Figure 1. Gate families picked out.
Scale: 4 px per um.
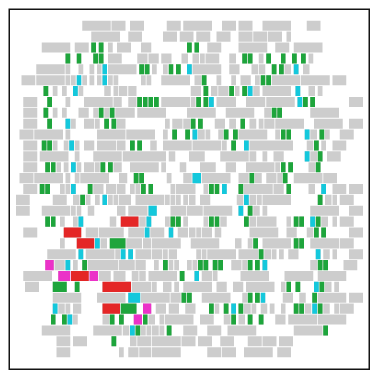
Figure 2. Routed metal, one colour a layer.
Scale: 4 px per um. Only two layers are drawn.
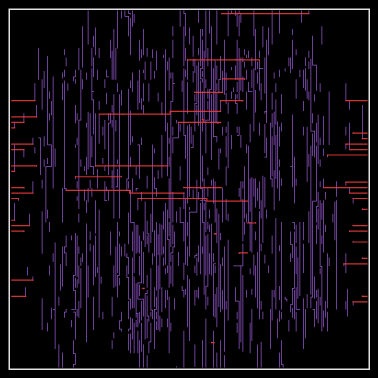
Figure 3. Close-up of the layout.
Region (30, 30) to (60, 60) um. Cells in grey, sequential cells in the stronger grey; small squares are vias.
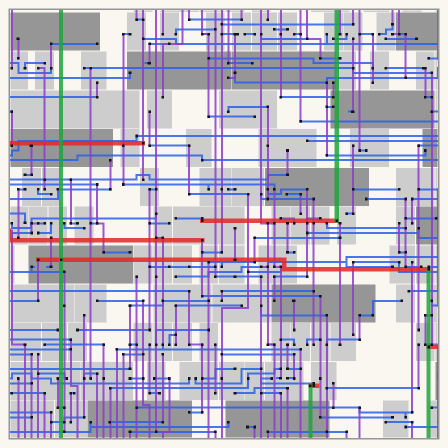
==> config.mk <==
export PLATFORM = sky130hd
export DESIGN_NAME = fifo_stream_reader
export DESIGN_NICKNAME = d
export VERILOG_FILES = /design/src/rtl/fifo_stream_reader.sv
export SDC_FILE = /design/constraint.sdc
export NUM_CORES = 1
export LEC_CHECK = 0
export ABC_AREA = 1
export CORE_UTILIZATION = 46
export DETAILED_ROUTE_END_ITERATION = 6
export GPL_TIMING_DRIVEN = 0
export PLACE_DENSITY = 0.75
export SLEW_MARGIN = 0
export SYNTH_ARGS = -nofsm -noshare
export SYNTH_HDL_FRONTEND = slang
export SYNTH_SLANG_ARGS = --single-unit
==> constraint.sdc <==
create_clock -name clk -period 3.2 [get_ports clk]
set_input_delay 0.96 -clock clk [delete_from_list [all_inputs] [get_ports clk]]
set_output_delay 0.96 -clock clk [all_outputs]
set_load 0.1 [all_outputs]
==> results.txt <==
Implementation results. Proportion of layout cells with a drive suffix above 1 landed at about a tenth. Average cell area after synthesis landed at 6.82 um2. Total nets after synthesis landed at 561. The report lists the number of standard-cell rows as 31. During I/O placement, the number of pins put on the boundary was roughly 73.

Per report_power, the Combinational row totals 2470 uW. Routed length on met3 landed at ~340 um. Per the Yosys statistics, synthesis produced 518 cells. The leakage component of the power was reported as 0.00195 uW. The floorplan step defined a core boundary enclosing 7330 um2. Max-slew violation count landed at 0. The placement report lists the number of port buffers as 72. At the pin with the least slew margin, the transition time is 978 ps.

The min-delay analysis places its worst path in the category flip-flop to flip-flop. In the final report, the number of hold violations comes to 0. Wire length the detailed router placed on met1 landed at 3.90 mm. Layout filler cell count landed at 668. Yosys reported a register bit count of roughly 73. Sequential cell area landed at 1460 um2.

Buffers inserted during clock tree synthesis total 9. Final hold analysis gives a worst-case slack of 484 ps. Final core utilization landed at 64.3%.

TritonRoute reported its final design rule violation total as 0. The placement stage leaves a total instance area of 4410 um2. The biggest area contributor in the post-synthesis netlist is dfxtp_1. Clock sink total landed at about 73.

After clock tree synthesis, the setup repair step added 4 buffers. The detailed router finished its first iteration with 206 violations. On the worst path, the slowest cell contributes a delay of 500 ps. The vertical die dimension reported for this design is 89.6 um. Total area of multi-input combinational cells landed at 1770 um2. Nets still carrying antenna violations after routing amount to 0. In the post-route analysis, the smallest setup slack over all paths is -126 ps. The run finished, with violations left.

Sequential power share landed at 27.2%. After synthesis, the largest area contributor takes up between 40% and 50% of total cell area. STA classifies the critical path startpoint as an input pin. Cell count after synthesis landed at 518. Number of vias per cell after detailed routing landed at 4.71.

TritonCTS built the clock tree. Depth of the worst register-to-register path landed at 17. Combinational power share landed at 55.4%. The switching portion of total power comes to 49.6%. Worst reg-to-reg setup slack landed at 490 ps.

The later pin in the worst-skew pair is clocked with a latency of 340 ps. The checks that failed: negative setup slack. Final global-route overflow total landed at 0. Buffer levels on the longest clock path landed at 2. Looking at the critical path, the single cell with the biggest stage delay is fa_1. For this run, the chip area from Yosys synthesis comes to 3530 um2. The synthesized netlist contains 29 unique library cells. Number of setup violations in the final report landed at 1. The internal power of the cells totals 2250 uW. Arrival time of data at the critical path endpoint landed at 2370 ps. Pin count of the biggest net entering global routing landed at 13. Detailed placement finished with a half-perimeter wire length of between 6 and 7 mm.

According to the floorplan report, the die width is around 90 um. Once placement completed, the tool counted placed cells totaling 689. The share of total power dissipated in the clock network is 17.4%. The worst setup path is of the input pin to output pin kind. The power report puts the net switching power at approximately 2200 uW. The report puts the hold buffer count at CTS at 0.

The first global-routing pass estimated between 10 and 15 mm of wire. Highest clock rate landed at 301 MHz. The timing report gives the clock slew at the launch and capture registers of the worst setup and hold paths as around 80 ps. After routing, the total negative slack on setup checks comes to -126 ps. The signal on the critical path passes through buf_12 -> nand2_8 -> inv_6 -> nor2_4 -> o21ai_2 -> fa_1 -> nand2_1 -> nor3_2 -> and2_4 -> buf_12. Sequential elements use 41.4% of the synthesized area. The warning tally printed by Yosys for this design is 0. After synthesis, the cell types taking the most area are dfxtp_1 (41%), nor2_1 (15%), nand2_1 (12%), nand3b_1 (6.8%), o21ai_0 (6.2%). For this configuration, the core starts out at a cell density of 48.2%. Total of cells resized after clock tree synthesis landed at 20. Post-route cell area landed at 4710 um2. At the worst endpoint, the required time is 2240 ps. Along the worst path, the maximum fanout reaches 3. Initial antenna violation count landed at 0. Setup repair after global routing could not meet its margin everywhere. Per the detail_route log, met2 wirelength is around 4.1 mm. The area growth from synthesis to layout is 33.4%. Signal nets in the final route climb as high as met4. Instance count along the most critical hold path landed at 2. The via count of the first global-routing pass is 3016. Final weighted congestion of routability-driven global placement landed at 0.799. The final antenna diode tally reported by the flow is 0. The largest part of the power goes to combinational logic. Number of nets in the layout landed at 650. Number of warnings in the stage logs landed at 29.

The root buffer cell chosen for the clock tree is clkbuf_8. The flow reports power dissipated in the clock network as 777 uW. H-tree level count landed at 3. The most common logic cells in the final layout are nor2_1 (138), nand2_1 (112), dfxtp_1 (72). Netlist area before placement landed at 3530 um2.

The report lists the power per cell area as 948 nW/um2. Overall chip area landed at 8030 um2. Total iterations of the first detailed-routing run landed at 4.

Measured against its own limit, the worst slew margin works out to approximately 35%. The run reported a max-capacitance violation count of 0. Setup skew after layout landed at 6.68 ps. By instance count, the cell type seen most on the critical path is buf_12.

Clock period minus worst slack landed at approximately 3300 ps. Of the available clock period, the critical path in the final layout requires 104%. The worst setup path is captured at an output pin. Highest ir drop seen on vdd landed at ~0.45 mV. Reported sequential group power landed at between 1000 and 1500 uW.
Back to the opening pictures, Figure 1:
| family | colour | cells |
|---|---|---|
| inverters | cyan | 46 |
| AND and OR gates | magenta | 5 |
| adder and majority cells | red | 6 |
| NOR gates | green | 141 |
fraction of standard cell area in multi-input logic: 37.5%
post-route non-filler standard cell count: 710
dominant logic cell type in the layout: nor2_1

Back to the opening pictures, Figure 2:
| layer | colour | wire length |
|---|---|---|
| metal 3 | red | 337 um |
| metal 2 | purple | 4090 um |
final wirelength: 8.45 mm
count of vias placed by the detailed router: 3347
wire length per cell after detailed routing: 11.9 um
GRT Total Usage: 22.1%

Back to the opening pictures, Figure 3:
| layer | colour |
|---|---|
| metal 2 | purple |
| metal 4 | green |
| metal 3 | red |
| metal 1 | blue |
sequential cells in the window: 10
cells with their middle in the window: 85
most frequent: nor2_1 (19), dfxtp_1 (10), nand2_1 (8)

## cell usage after synthesis
library cell / number
and2_1: 4
nor2_1: 140
inv_4: 1
xnor2_1: 2
fa_1: 1
nand2_1: 114
ha_1: 5
nand4_1: 13
dfxtp_1: 73
o21ai_0: 44
nand2_2: 2
nand3_2: 1
clkbuf_1: 8
nand2_4: 2
inv_1: 42
buf_2: 13
a21oi_1: 1
buf_4: 3
inv_2: 2
nand3b_1: 32
or2_1: 1
buf_6: 4
clkinv_1: 1
o21bai_1: 1
nand3_4: 1
nand3_1: 2
nor3_1: 1
buf_1: 3
clkbuf_2: 1
## routing by layer
| layer | up-vias | GRT usage, % |
|---|---|---|
| li1 | 1783 | - |
| met1 | 1489 | 28.4 |
| met2 | 65 | 37.9 |
| met3 | 10 | 2.93 |
| met4 | 0 | 8.08 |
| met5 | - | 0 |
## logic make-up after synthesis
kind of cell	share of synthesized area, %
buffers and inverters	10.0
adder cells (fa/ha/maj)	2.34
AND/OR/NAND/NOR	39.2
flip-flops	41.4
AND-OR/OR-AND	6.59
XOR/XNOR	0.496
## area by class of cell
class / count / area share (%)
Timing Repair Buffer: 78 / 16.7
Sequential cell: 73 / 31.0
Tap cell: 99 / 2.63
Multi-Input combinational cell: 367 / 37.5
Buffer: 32 / 3.88
Inverter: 46 / 3.88
Clock buffer: 9 / 2.63
Clock inverter: 6 / 1.78
## critical path: cells and delay by family
family	cells	cell delay, ps
AND-OR/OR-AND	1	60
AND/OR/NAND/NOR	5	530
adder cells (fa/ha/maj)	1	500
buffers and inverters	3	320
## stage by stage
stage	setup WS (ps)	total power, uW
5_1_grt	-215	4750
3_5_place_dp	-1710	3630
2_1_floorplan	-6.28	3080
3_3_place_gp	-1680	3590
6_report	-126	4470
4_1_cts	-241	4450
Power and IR drop assume default switching activity.
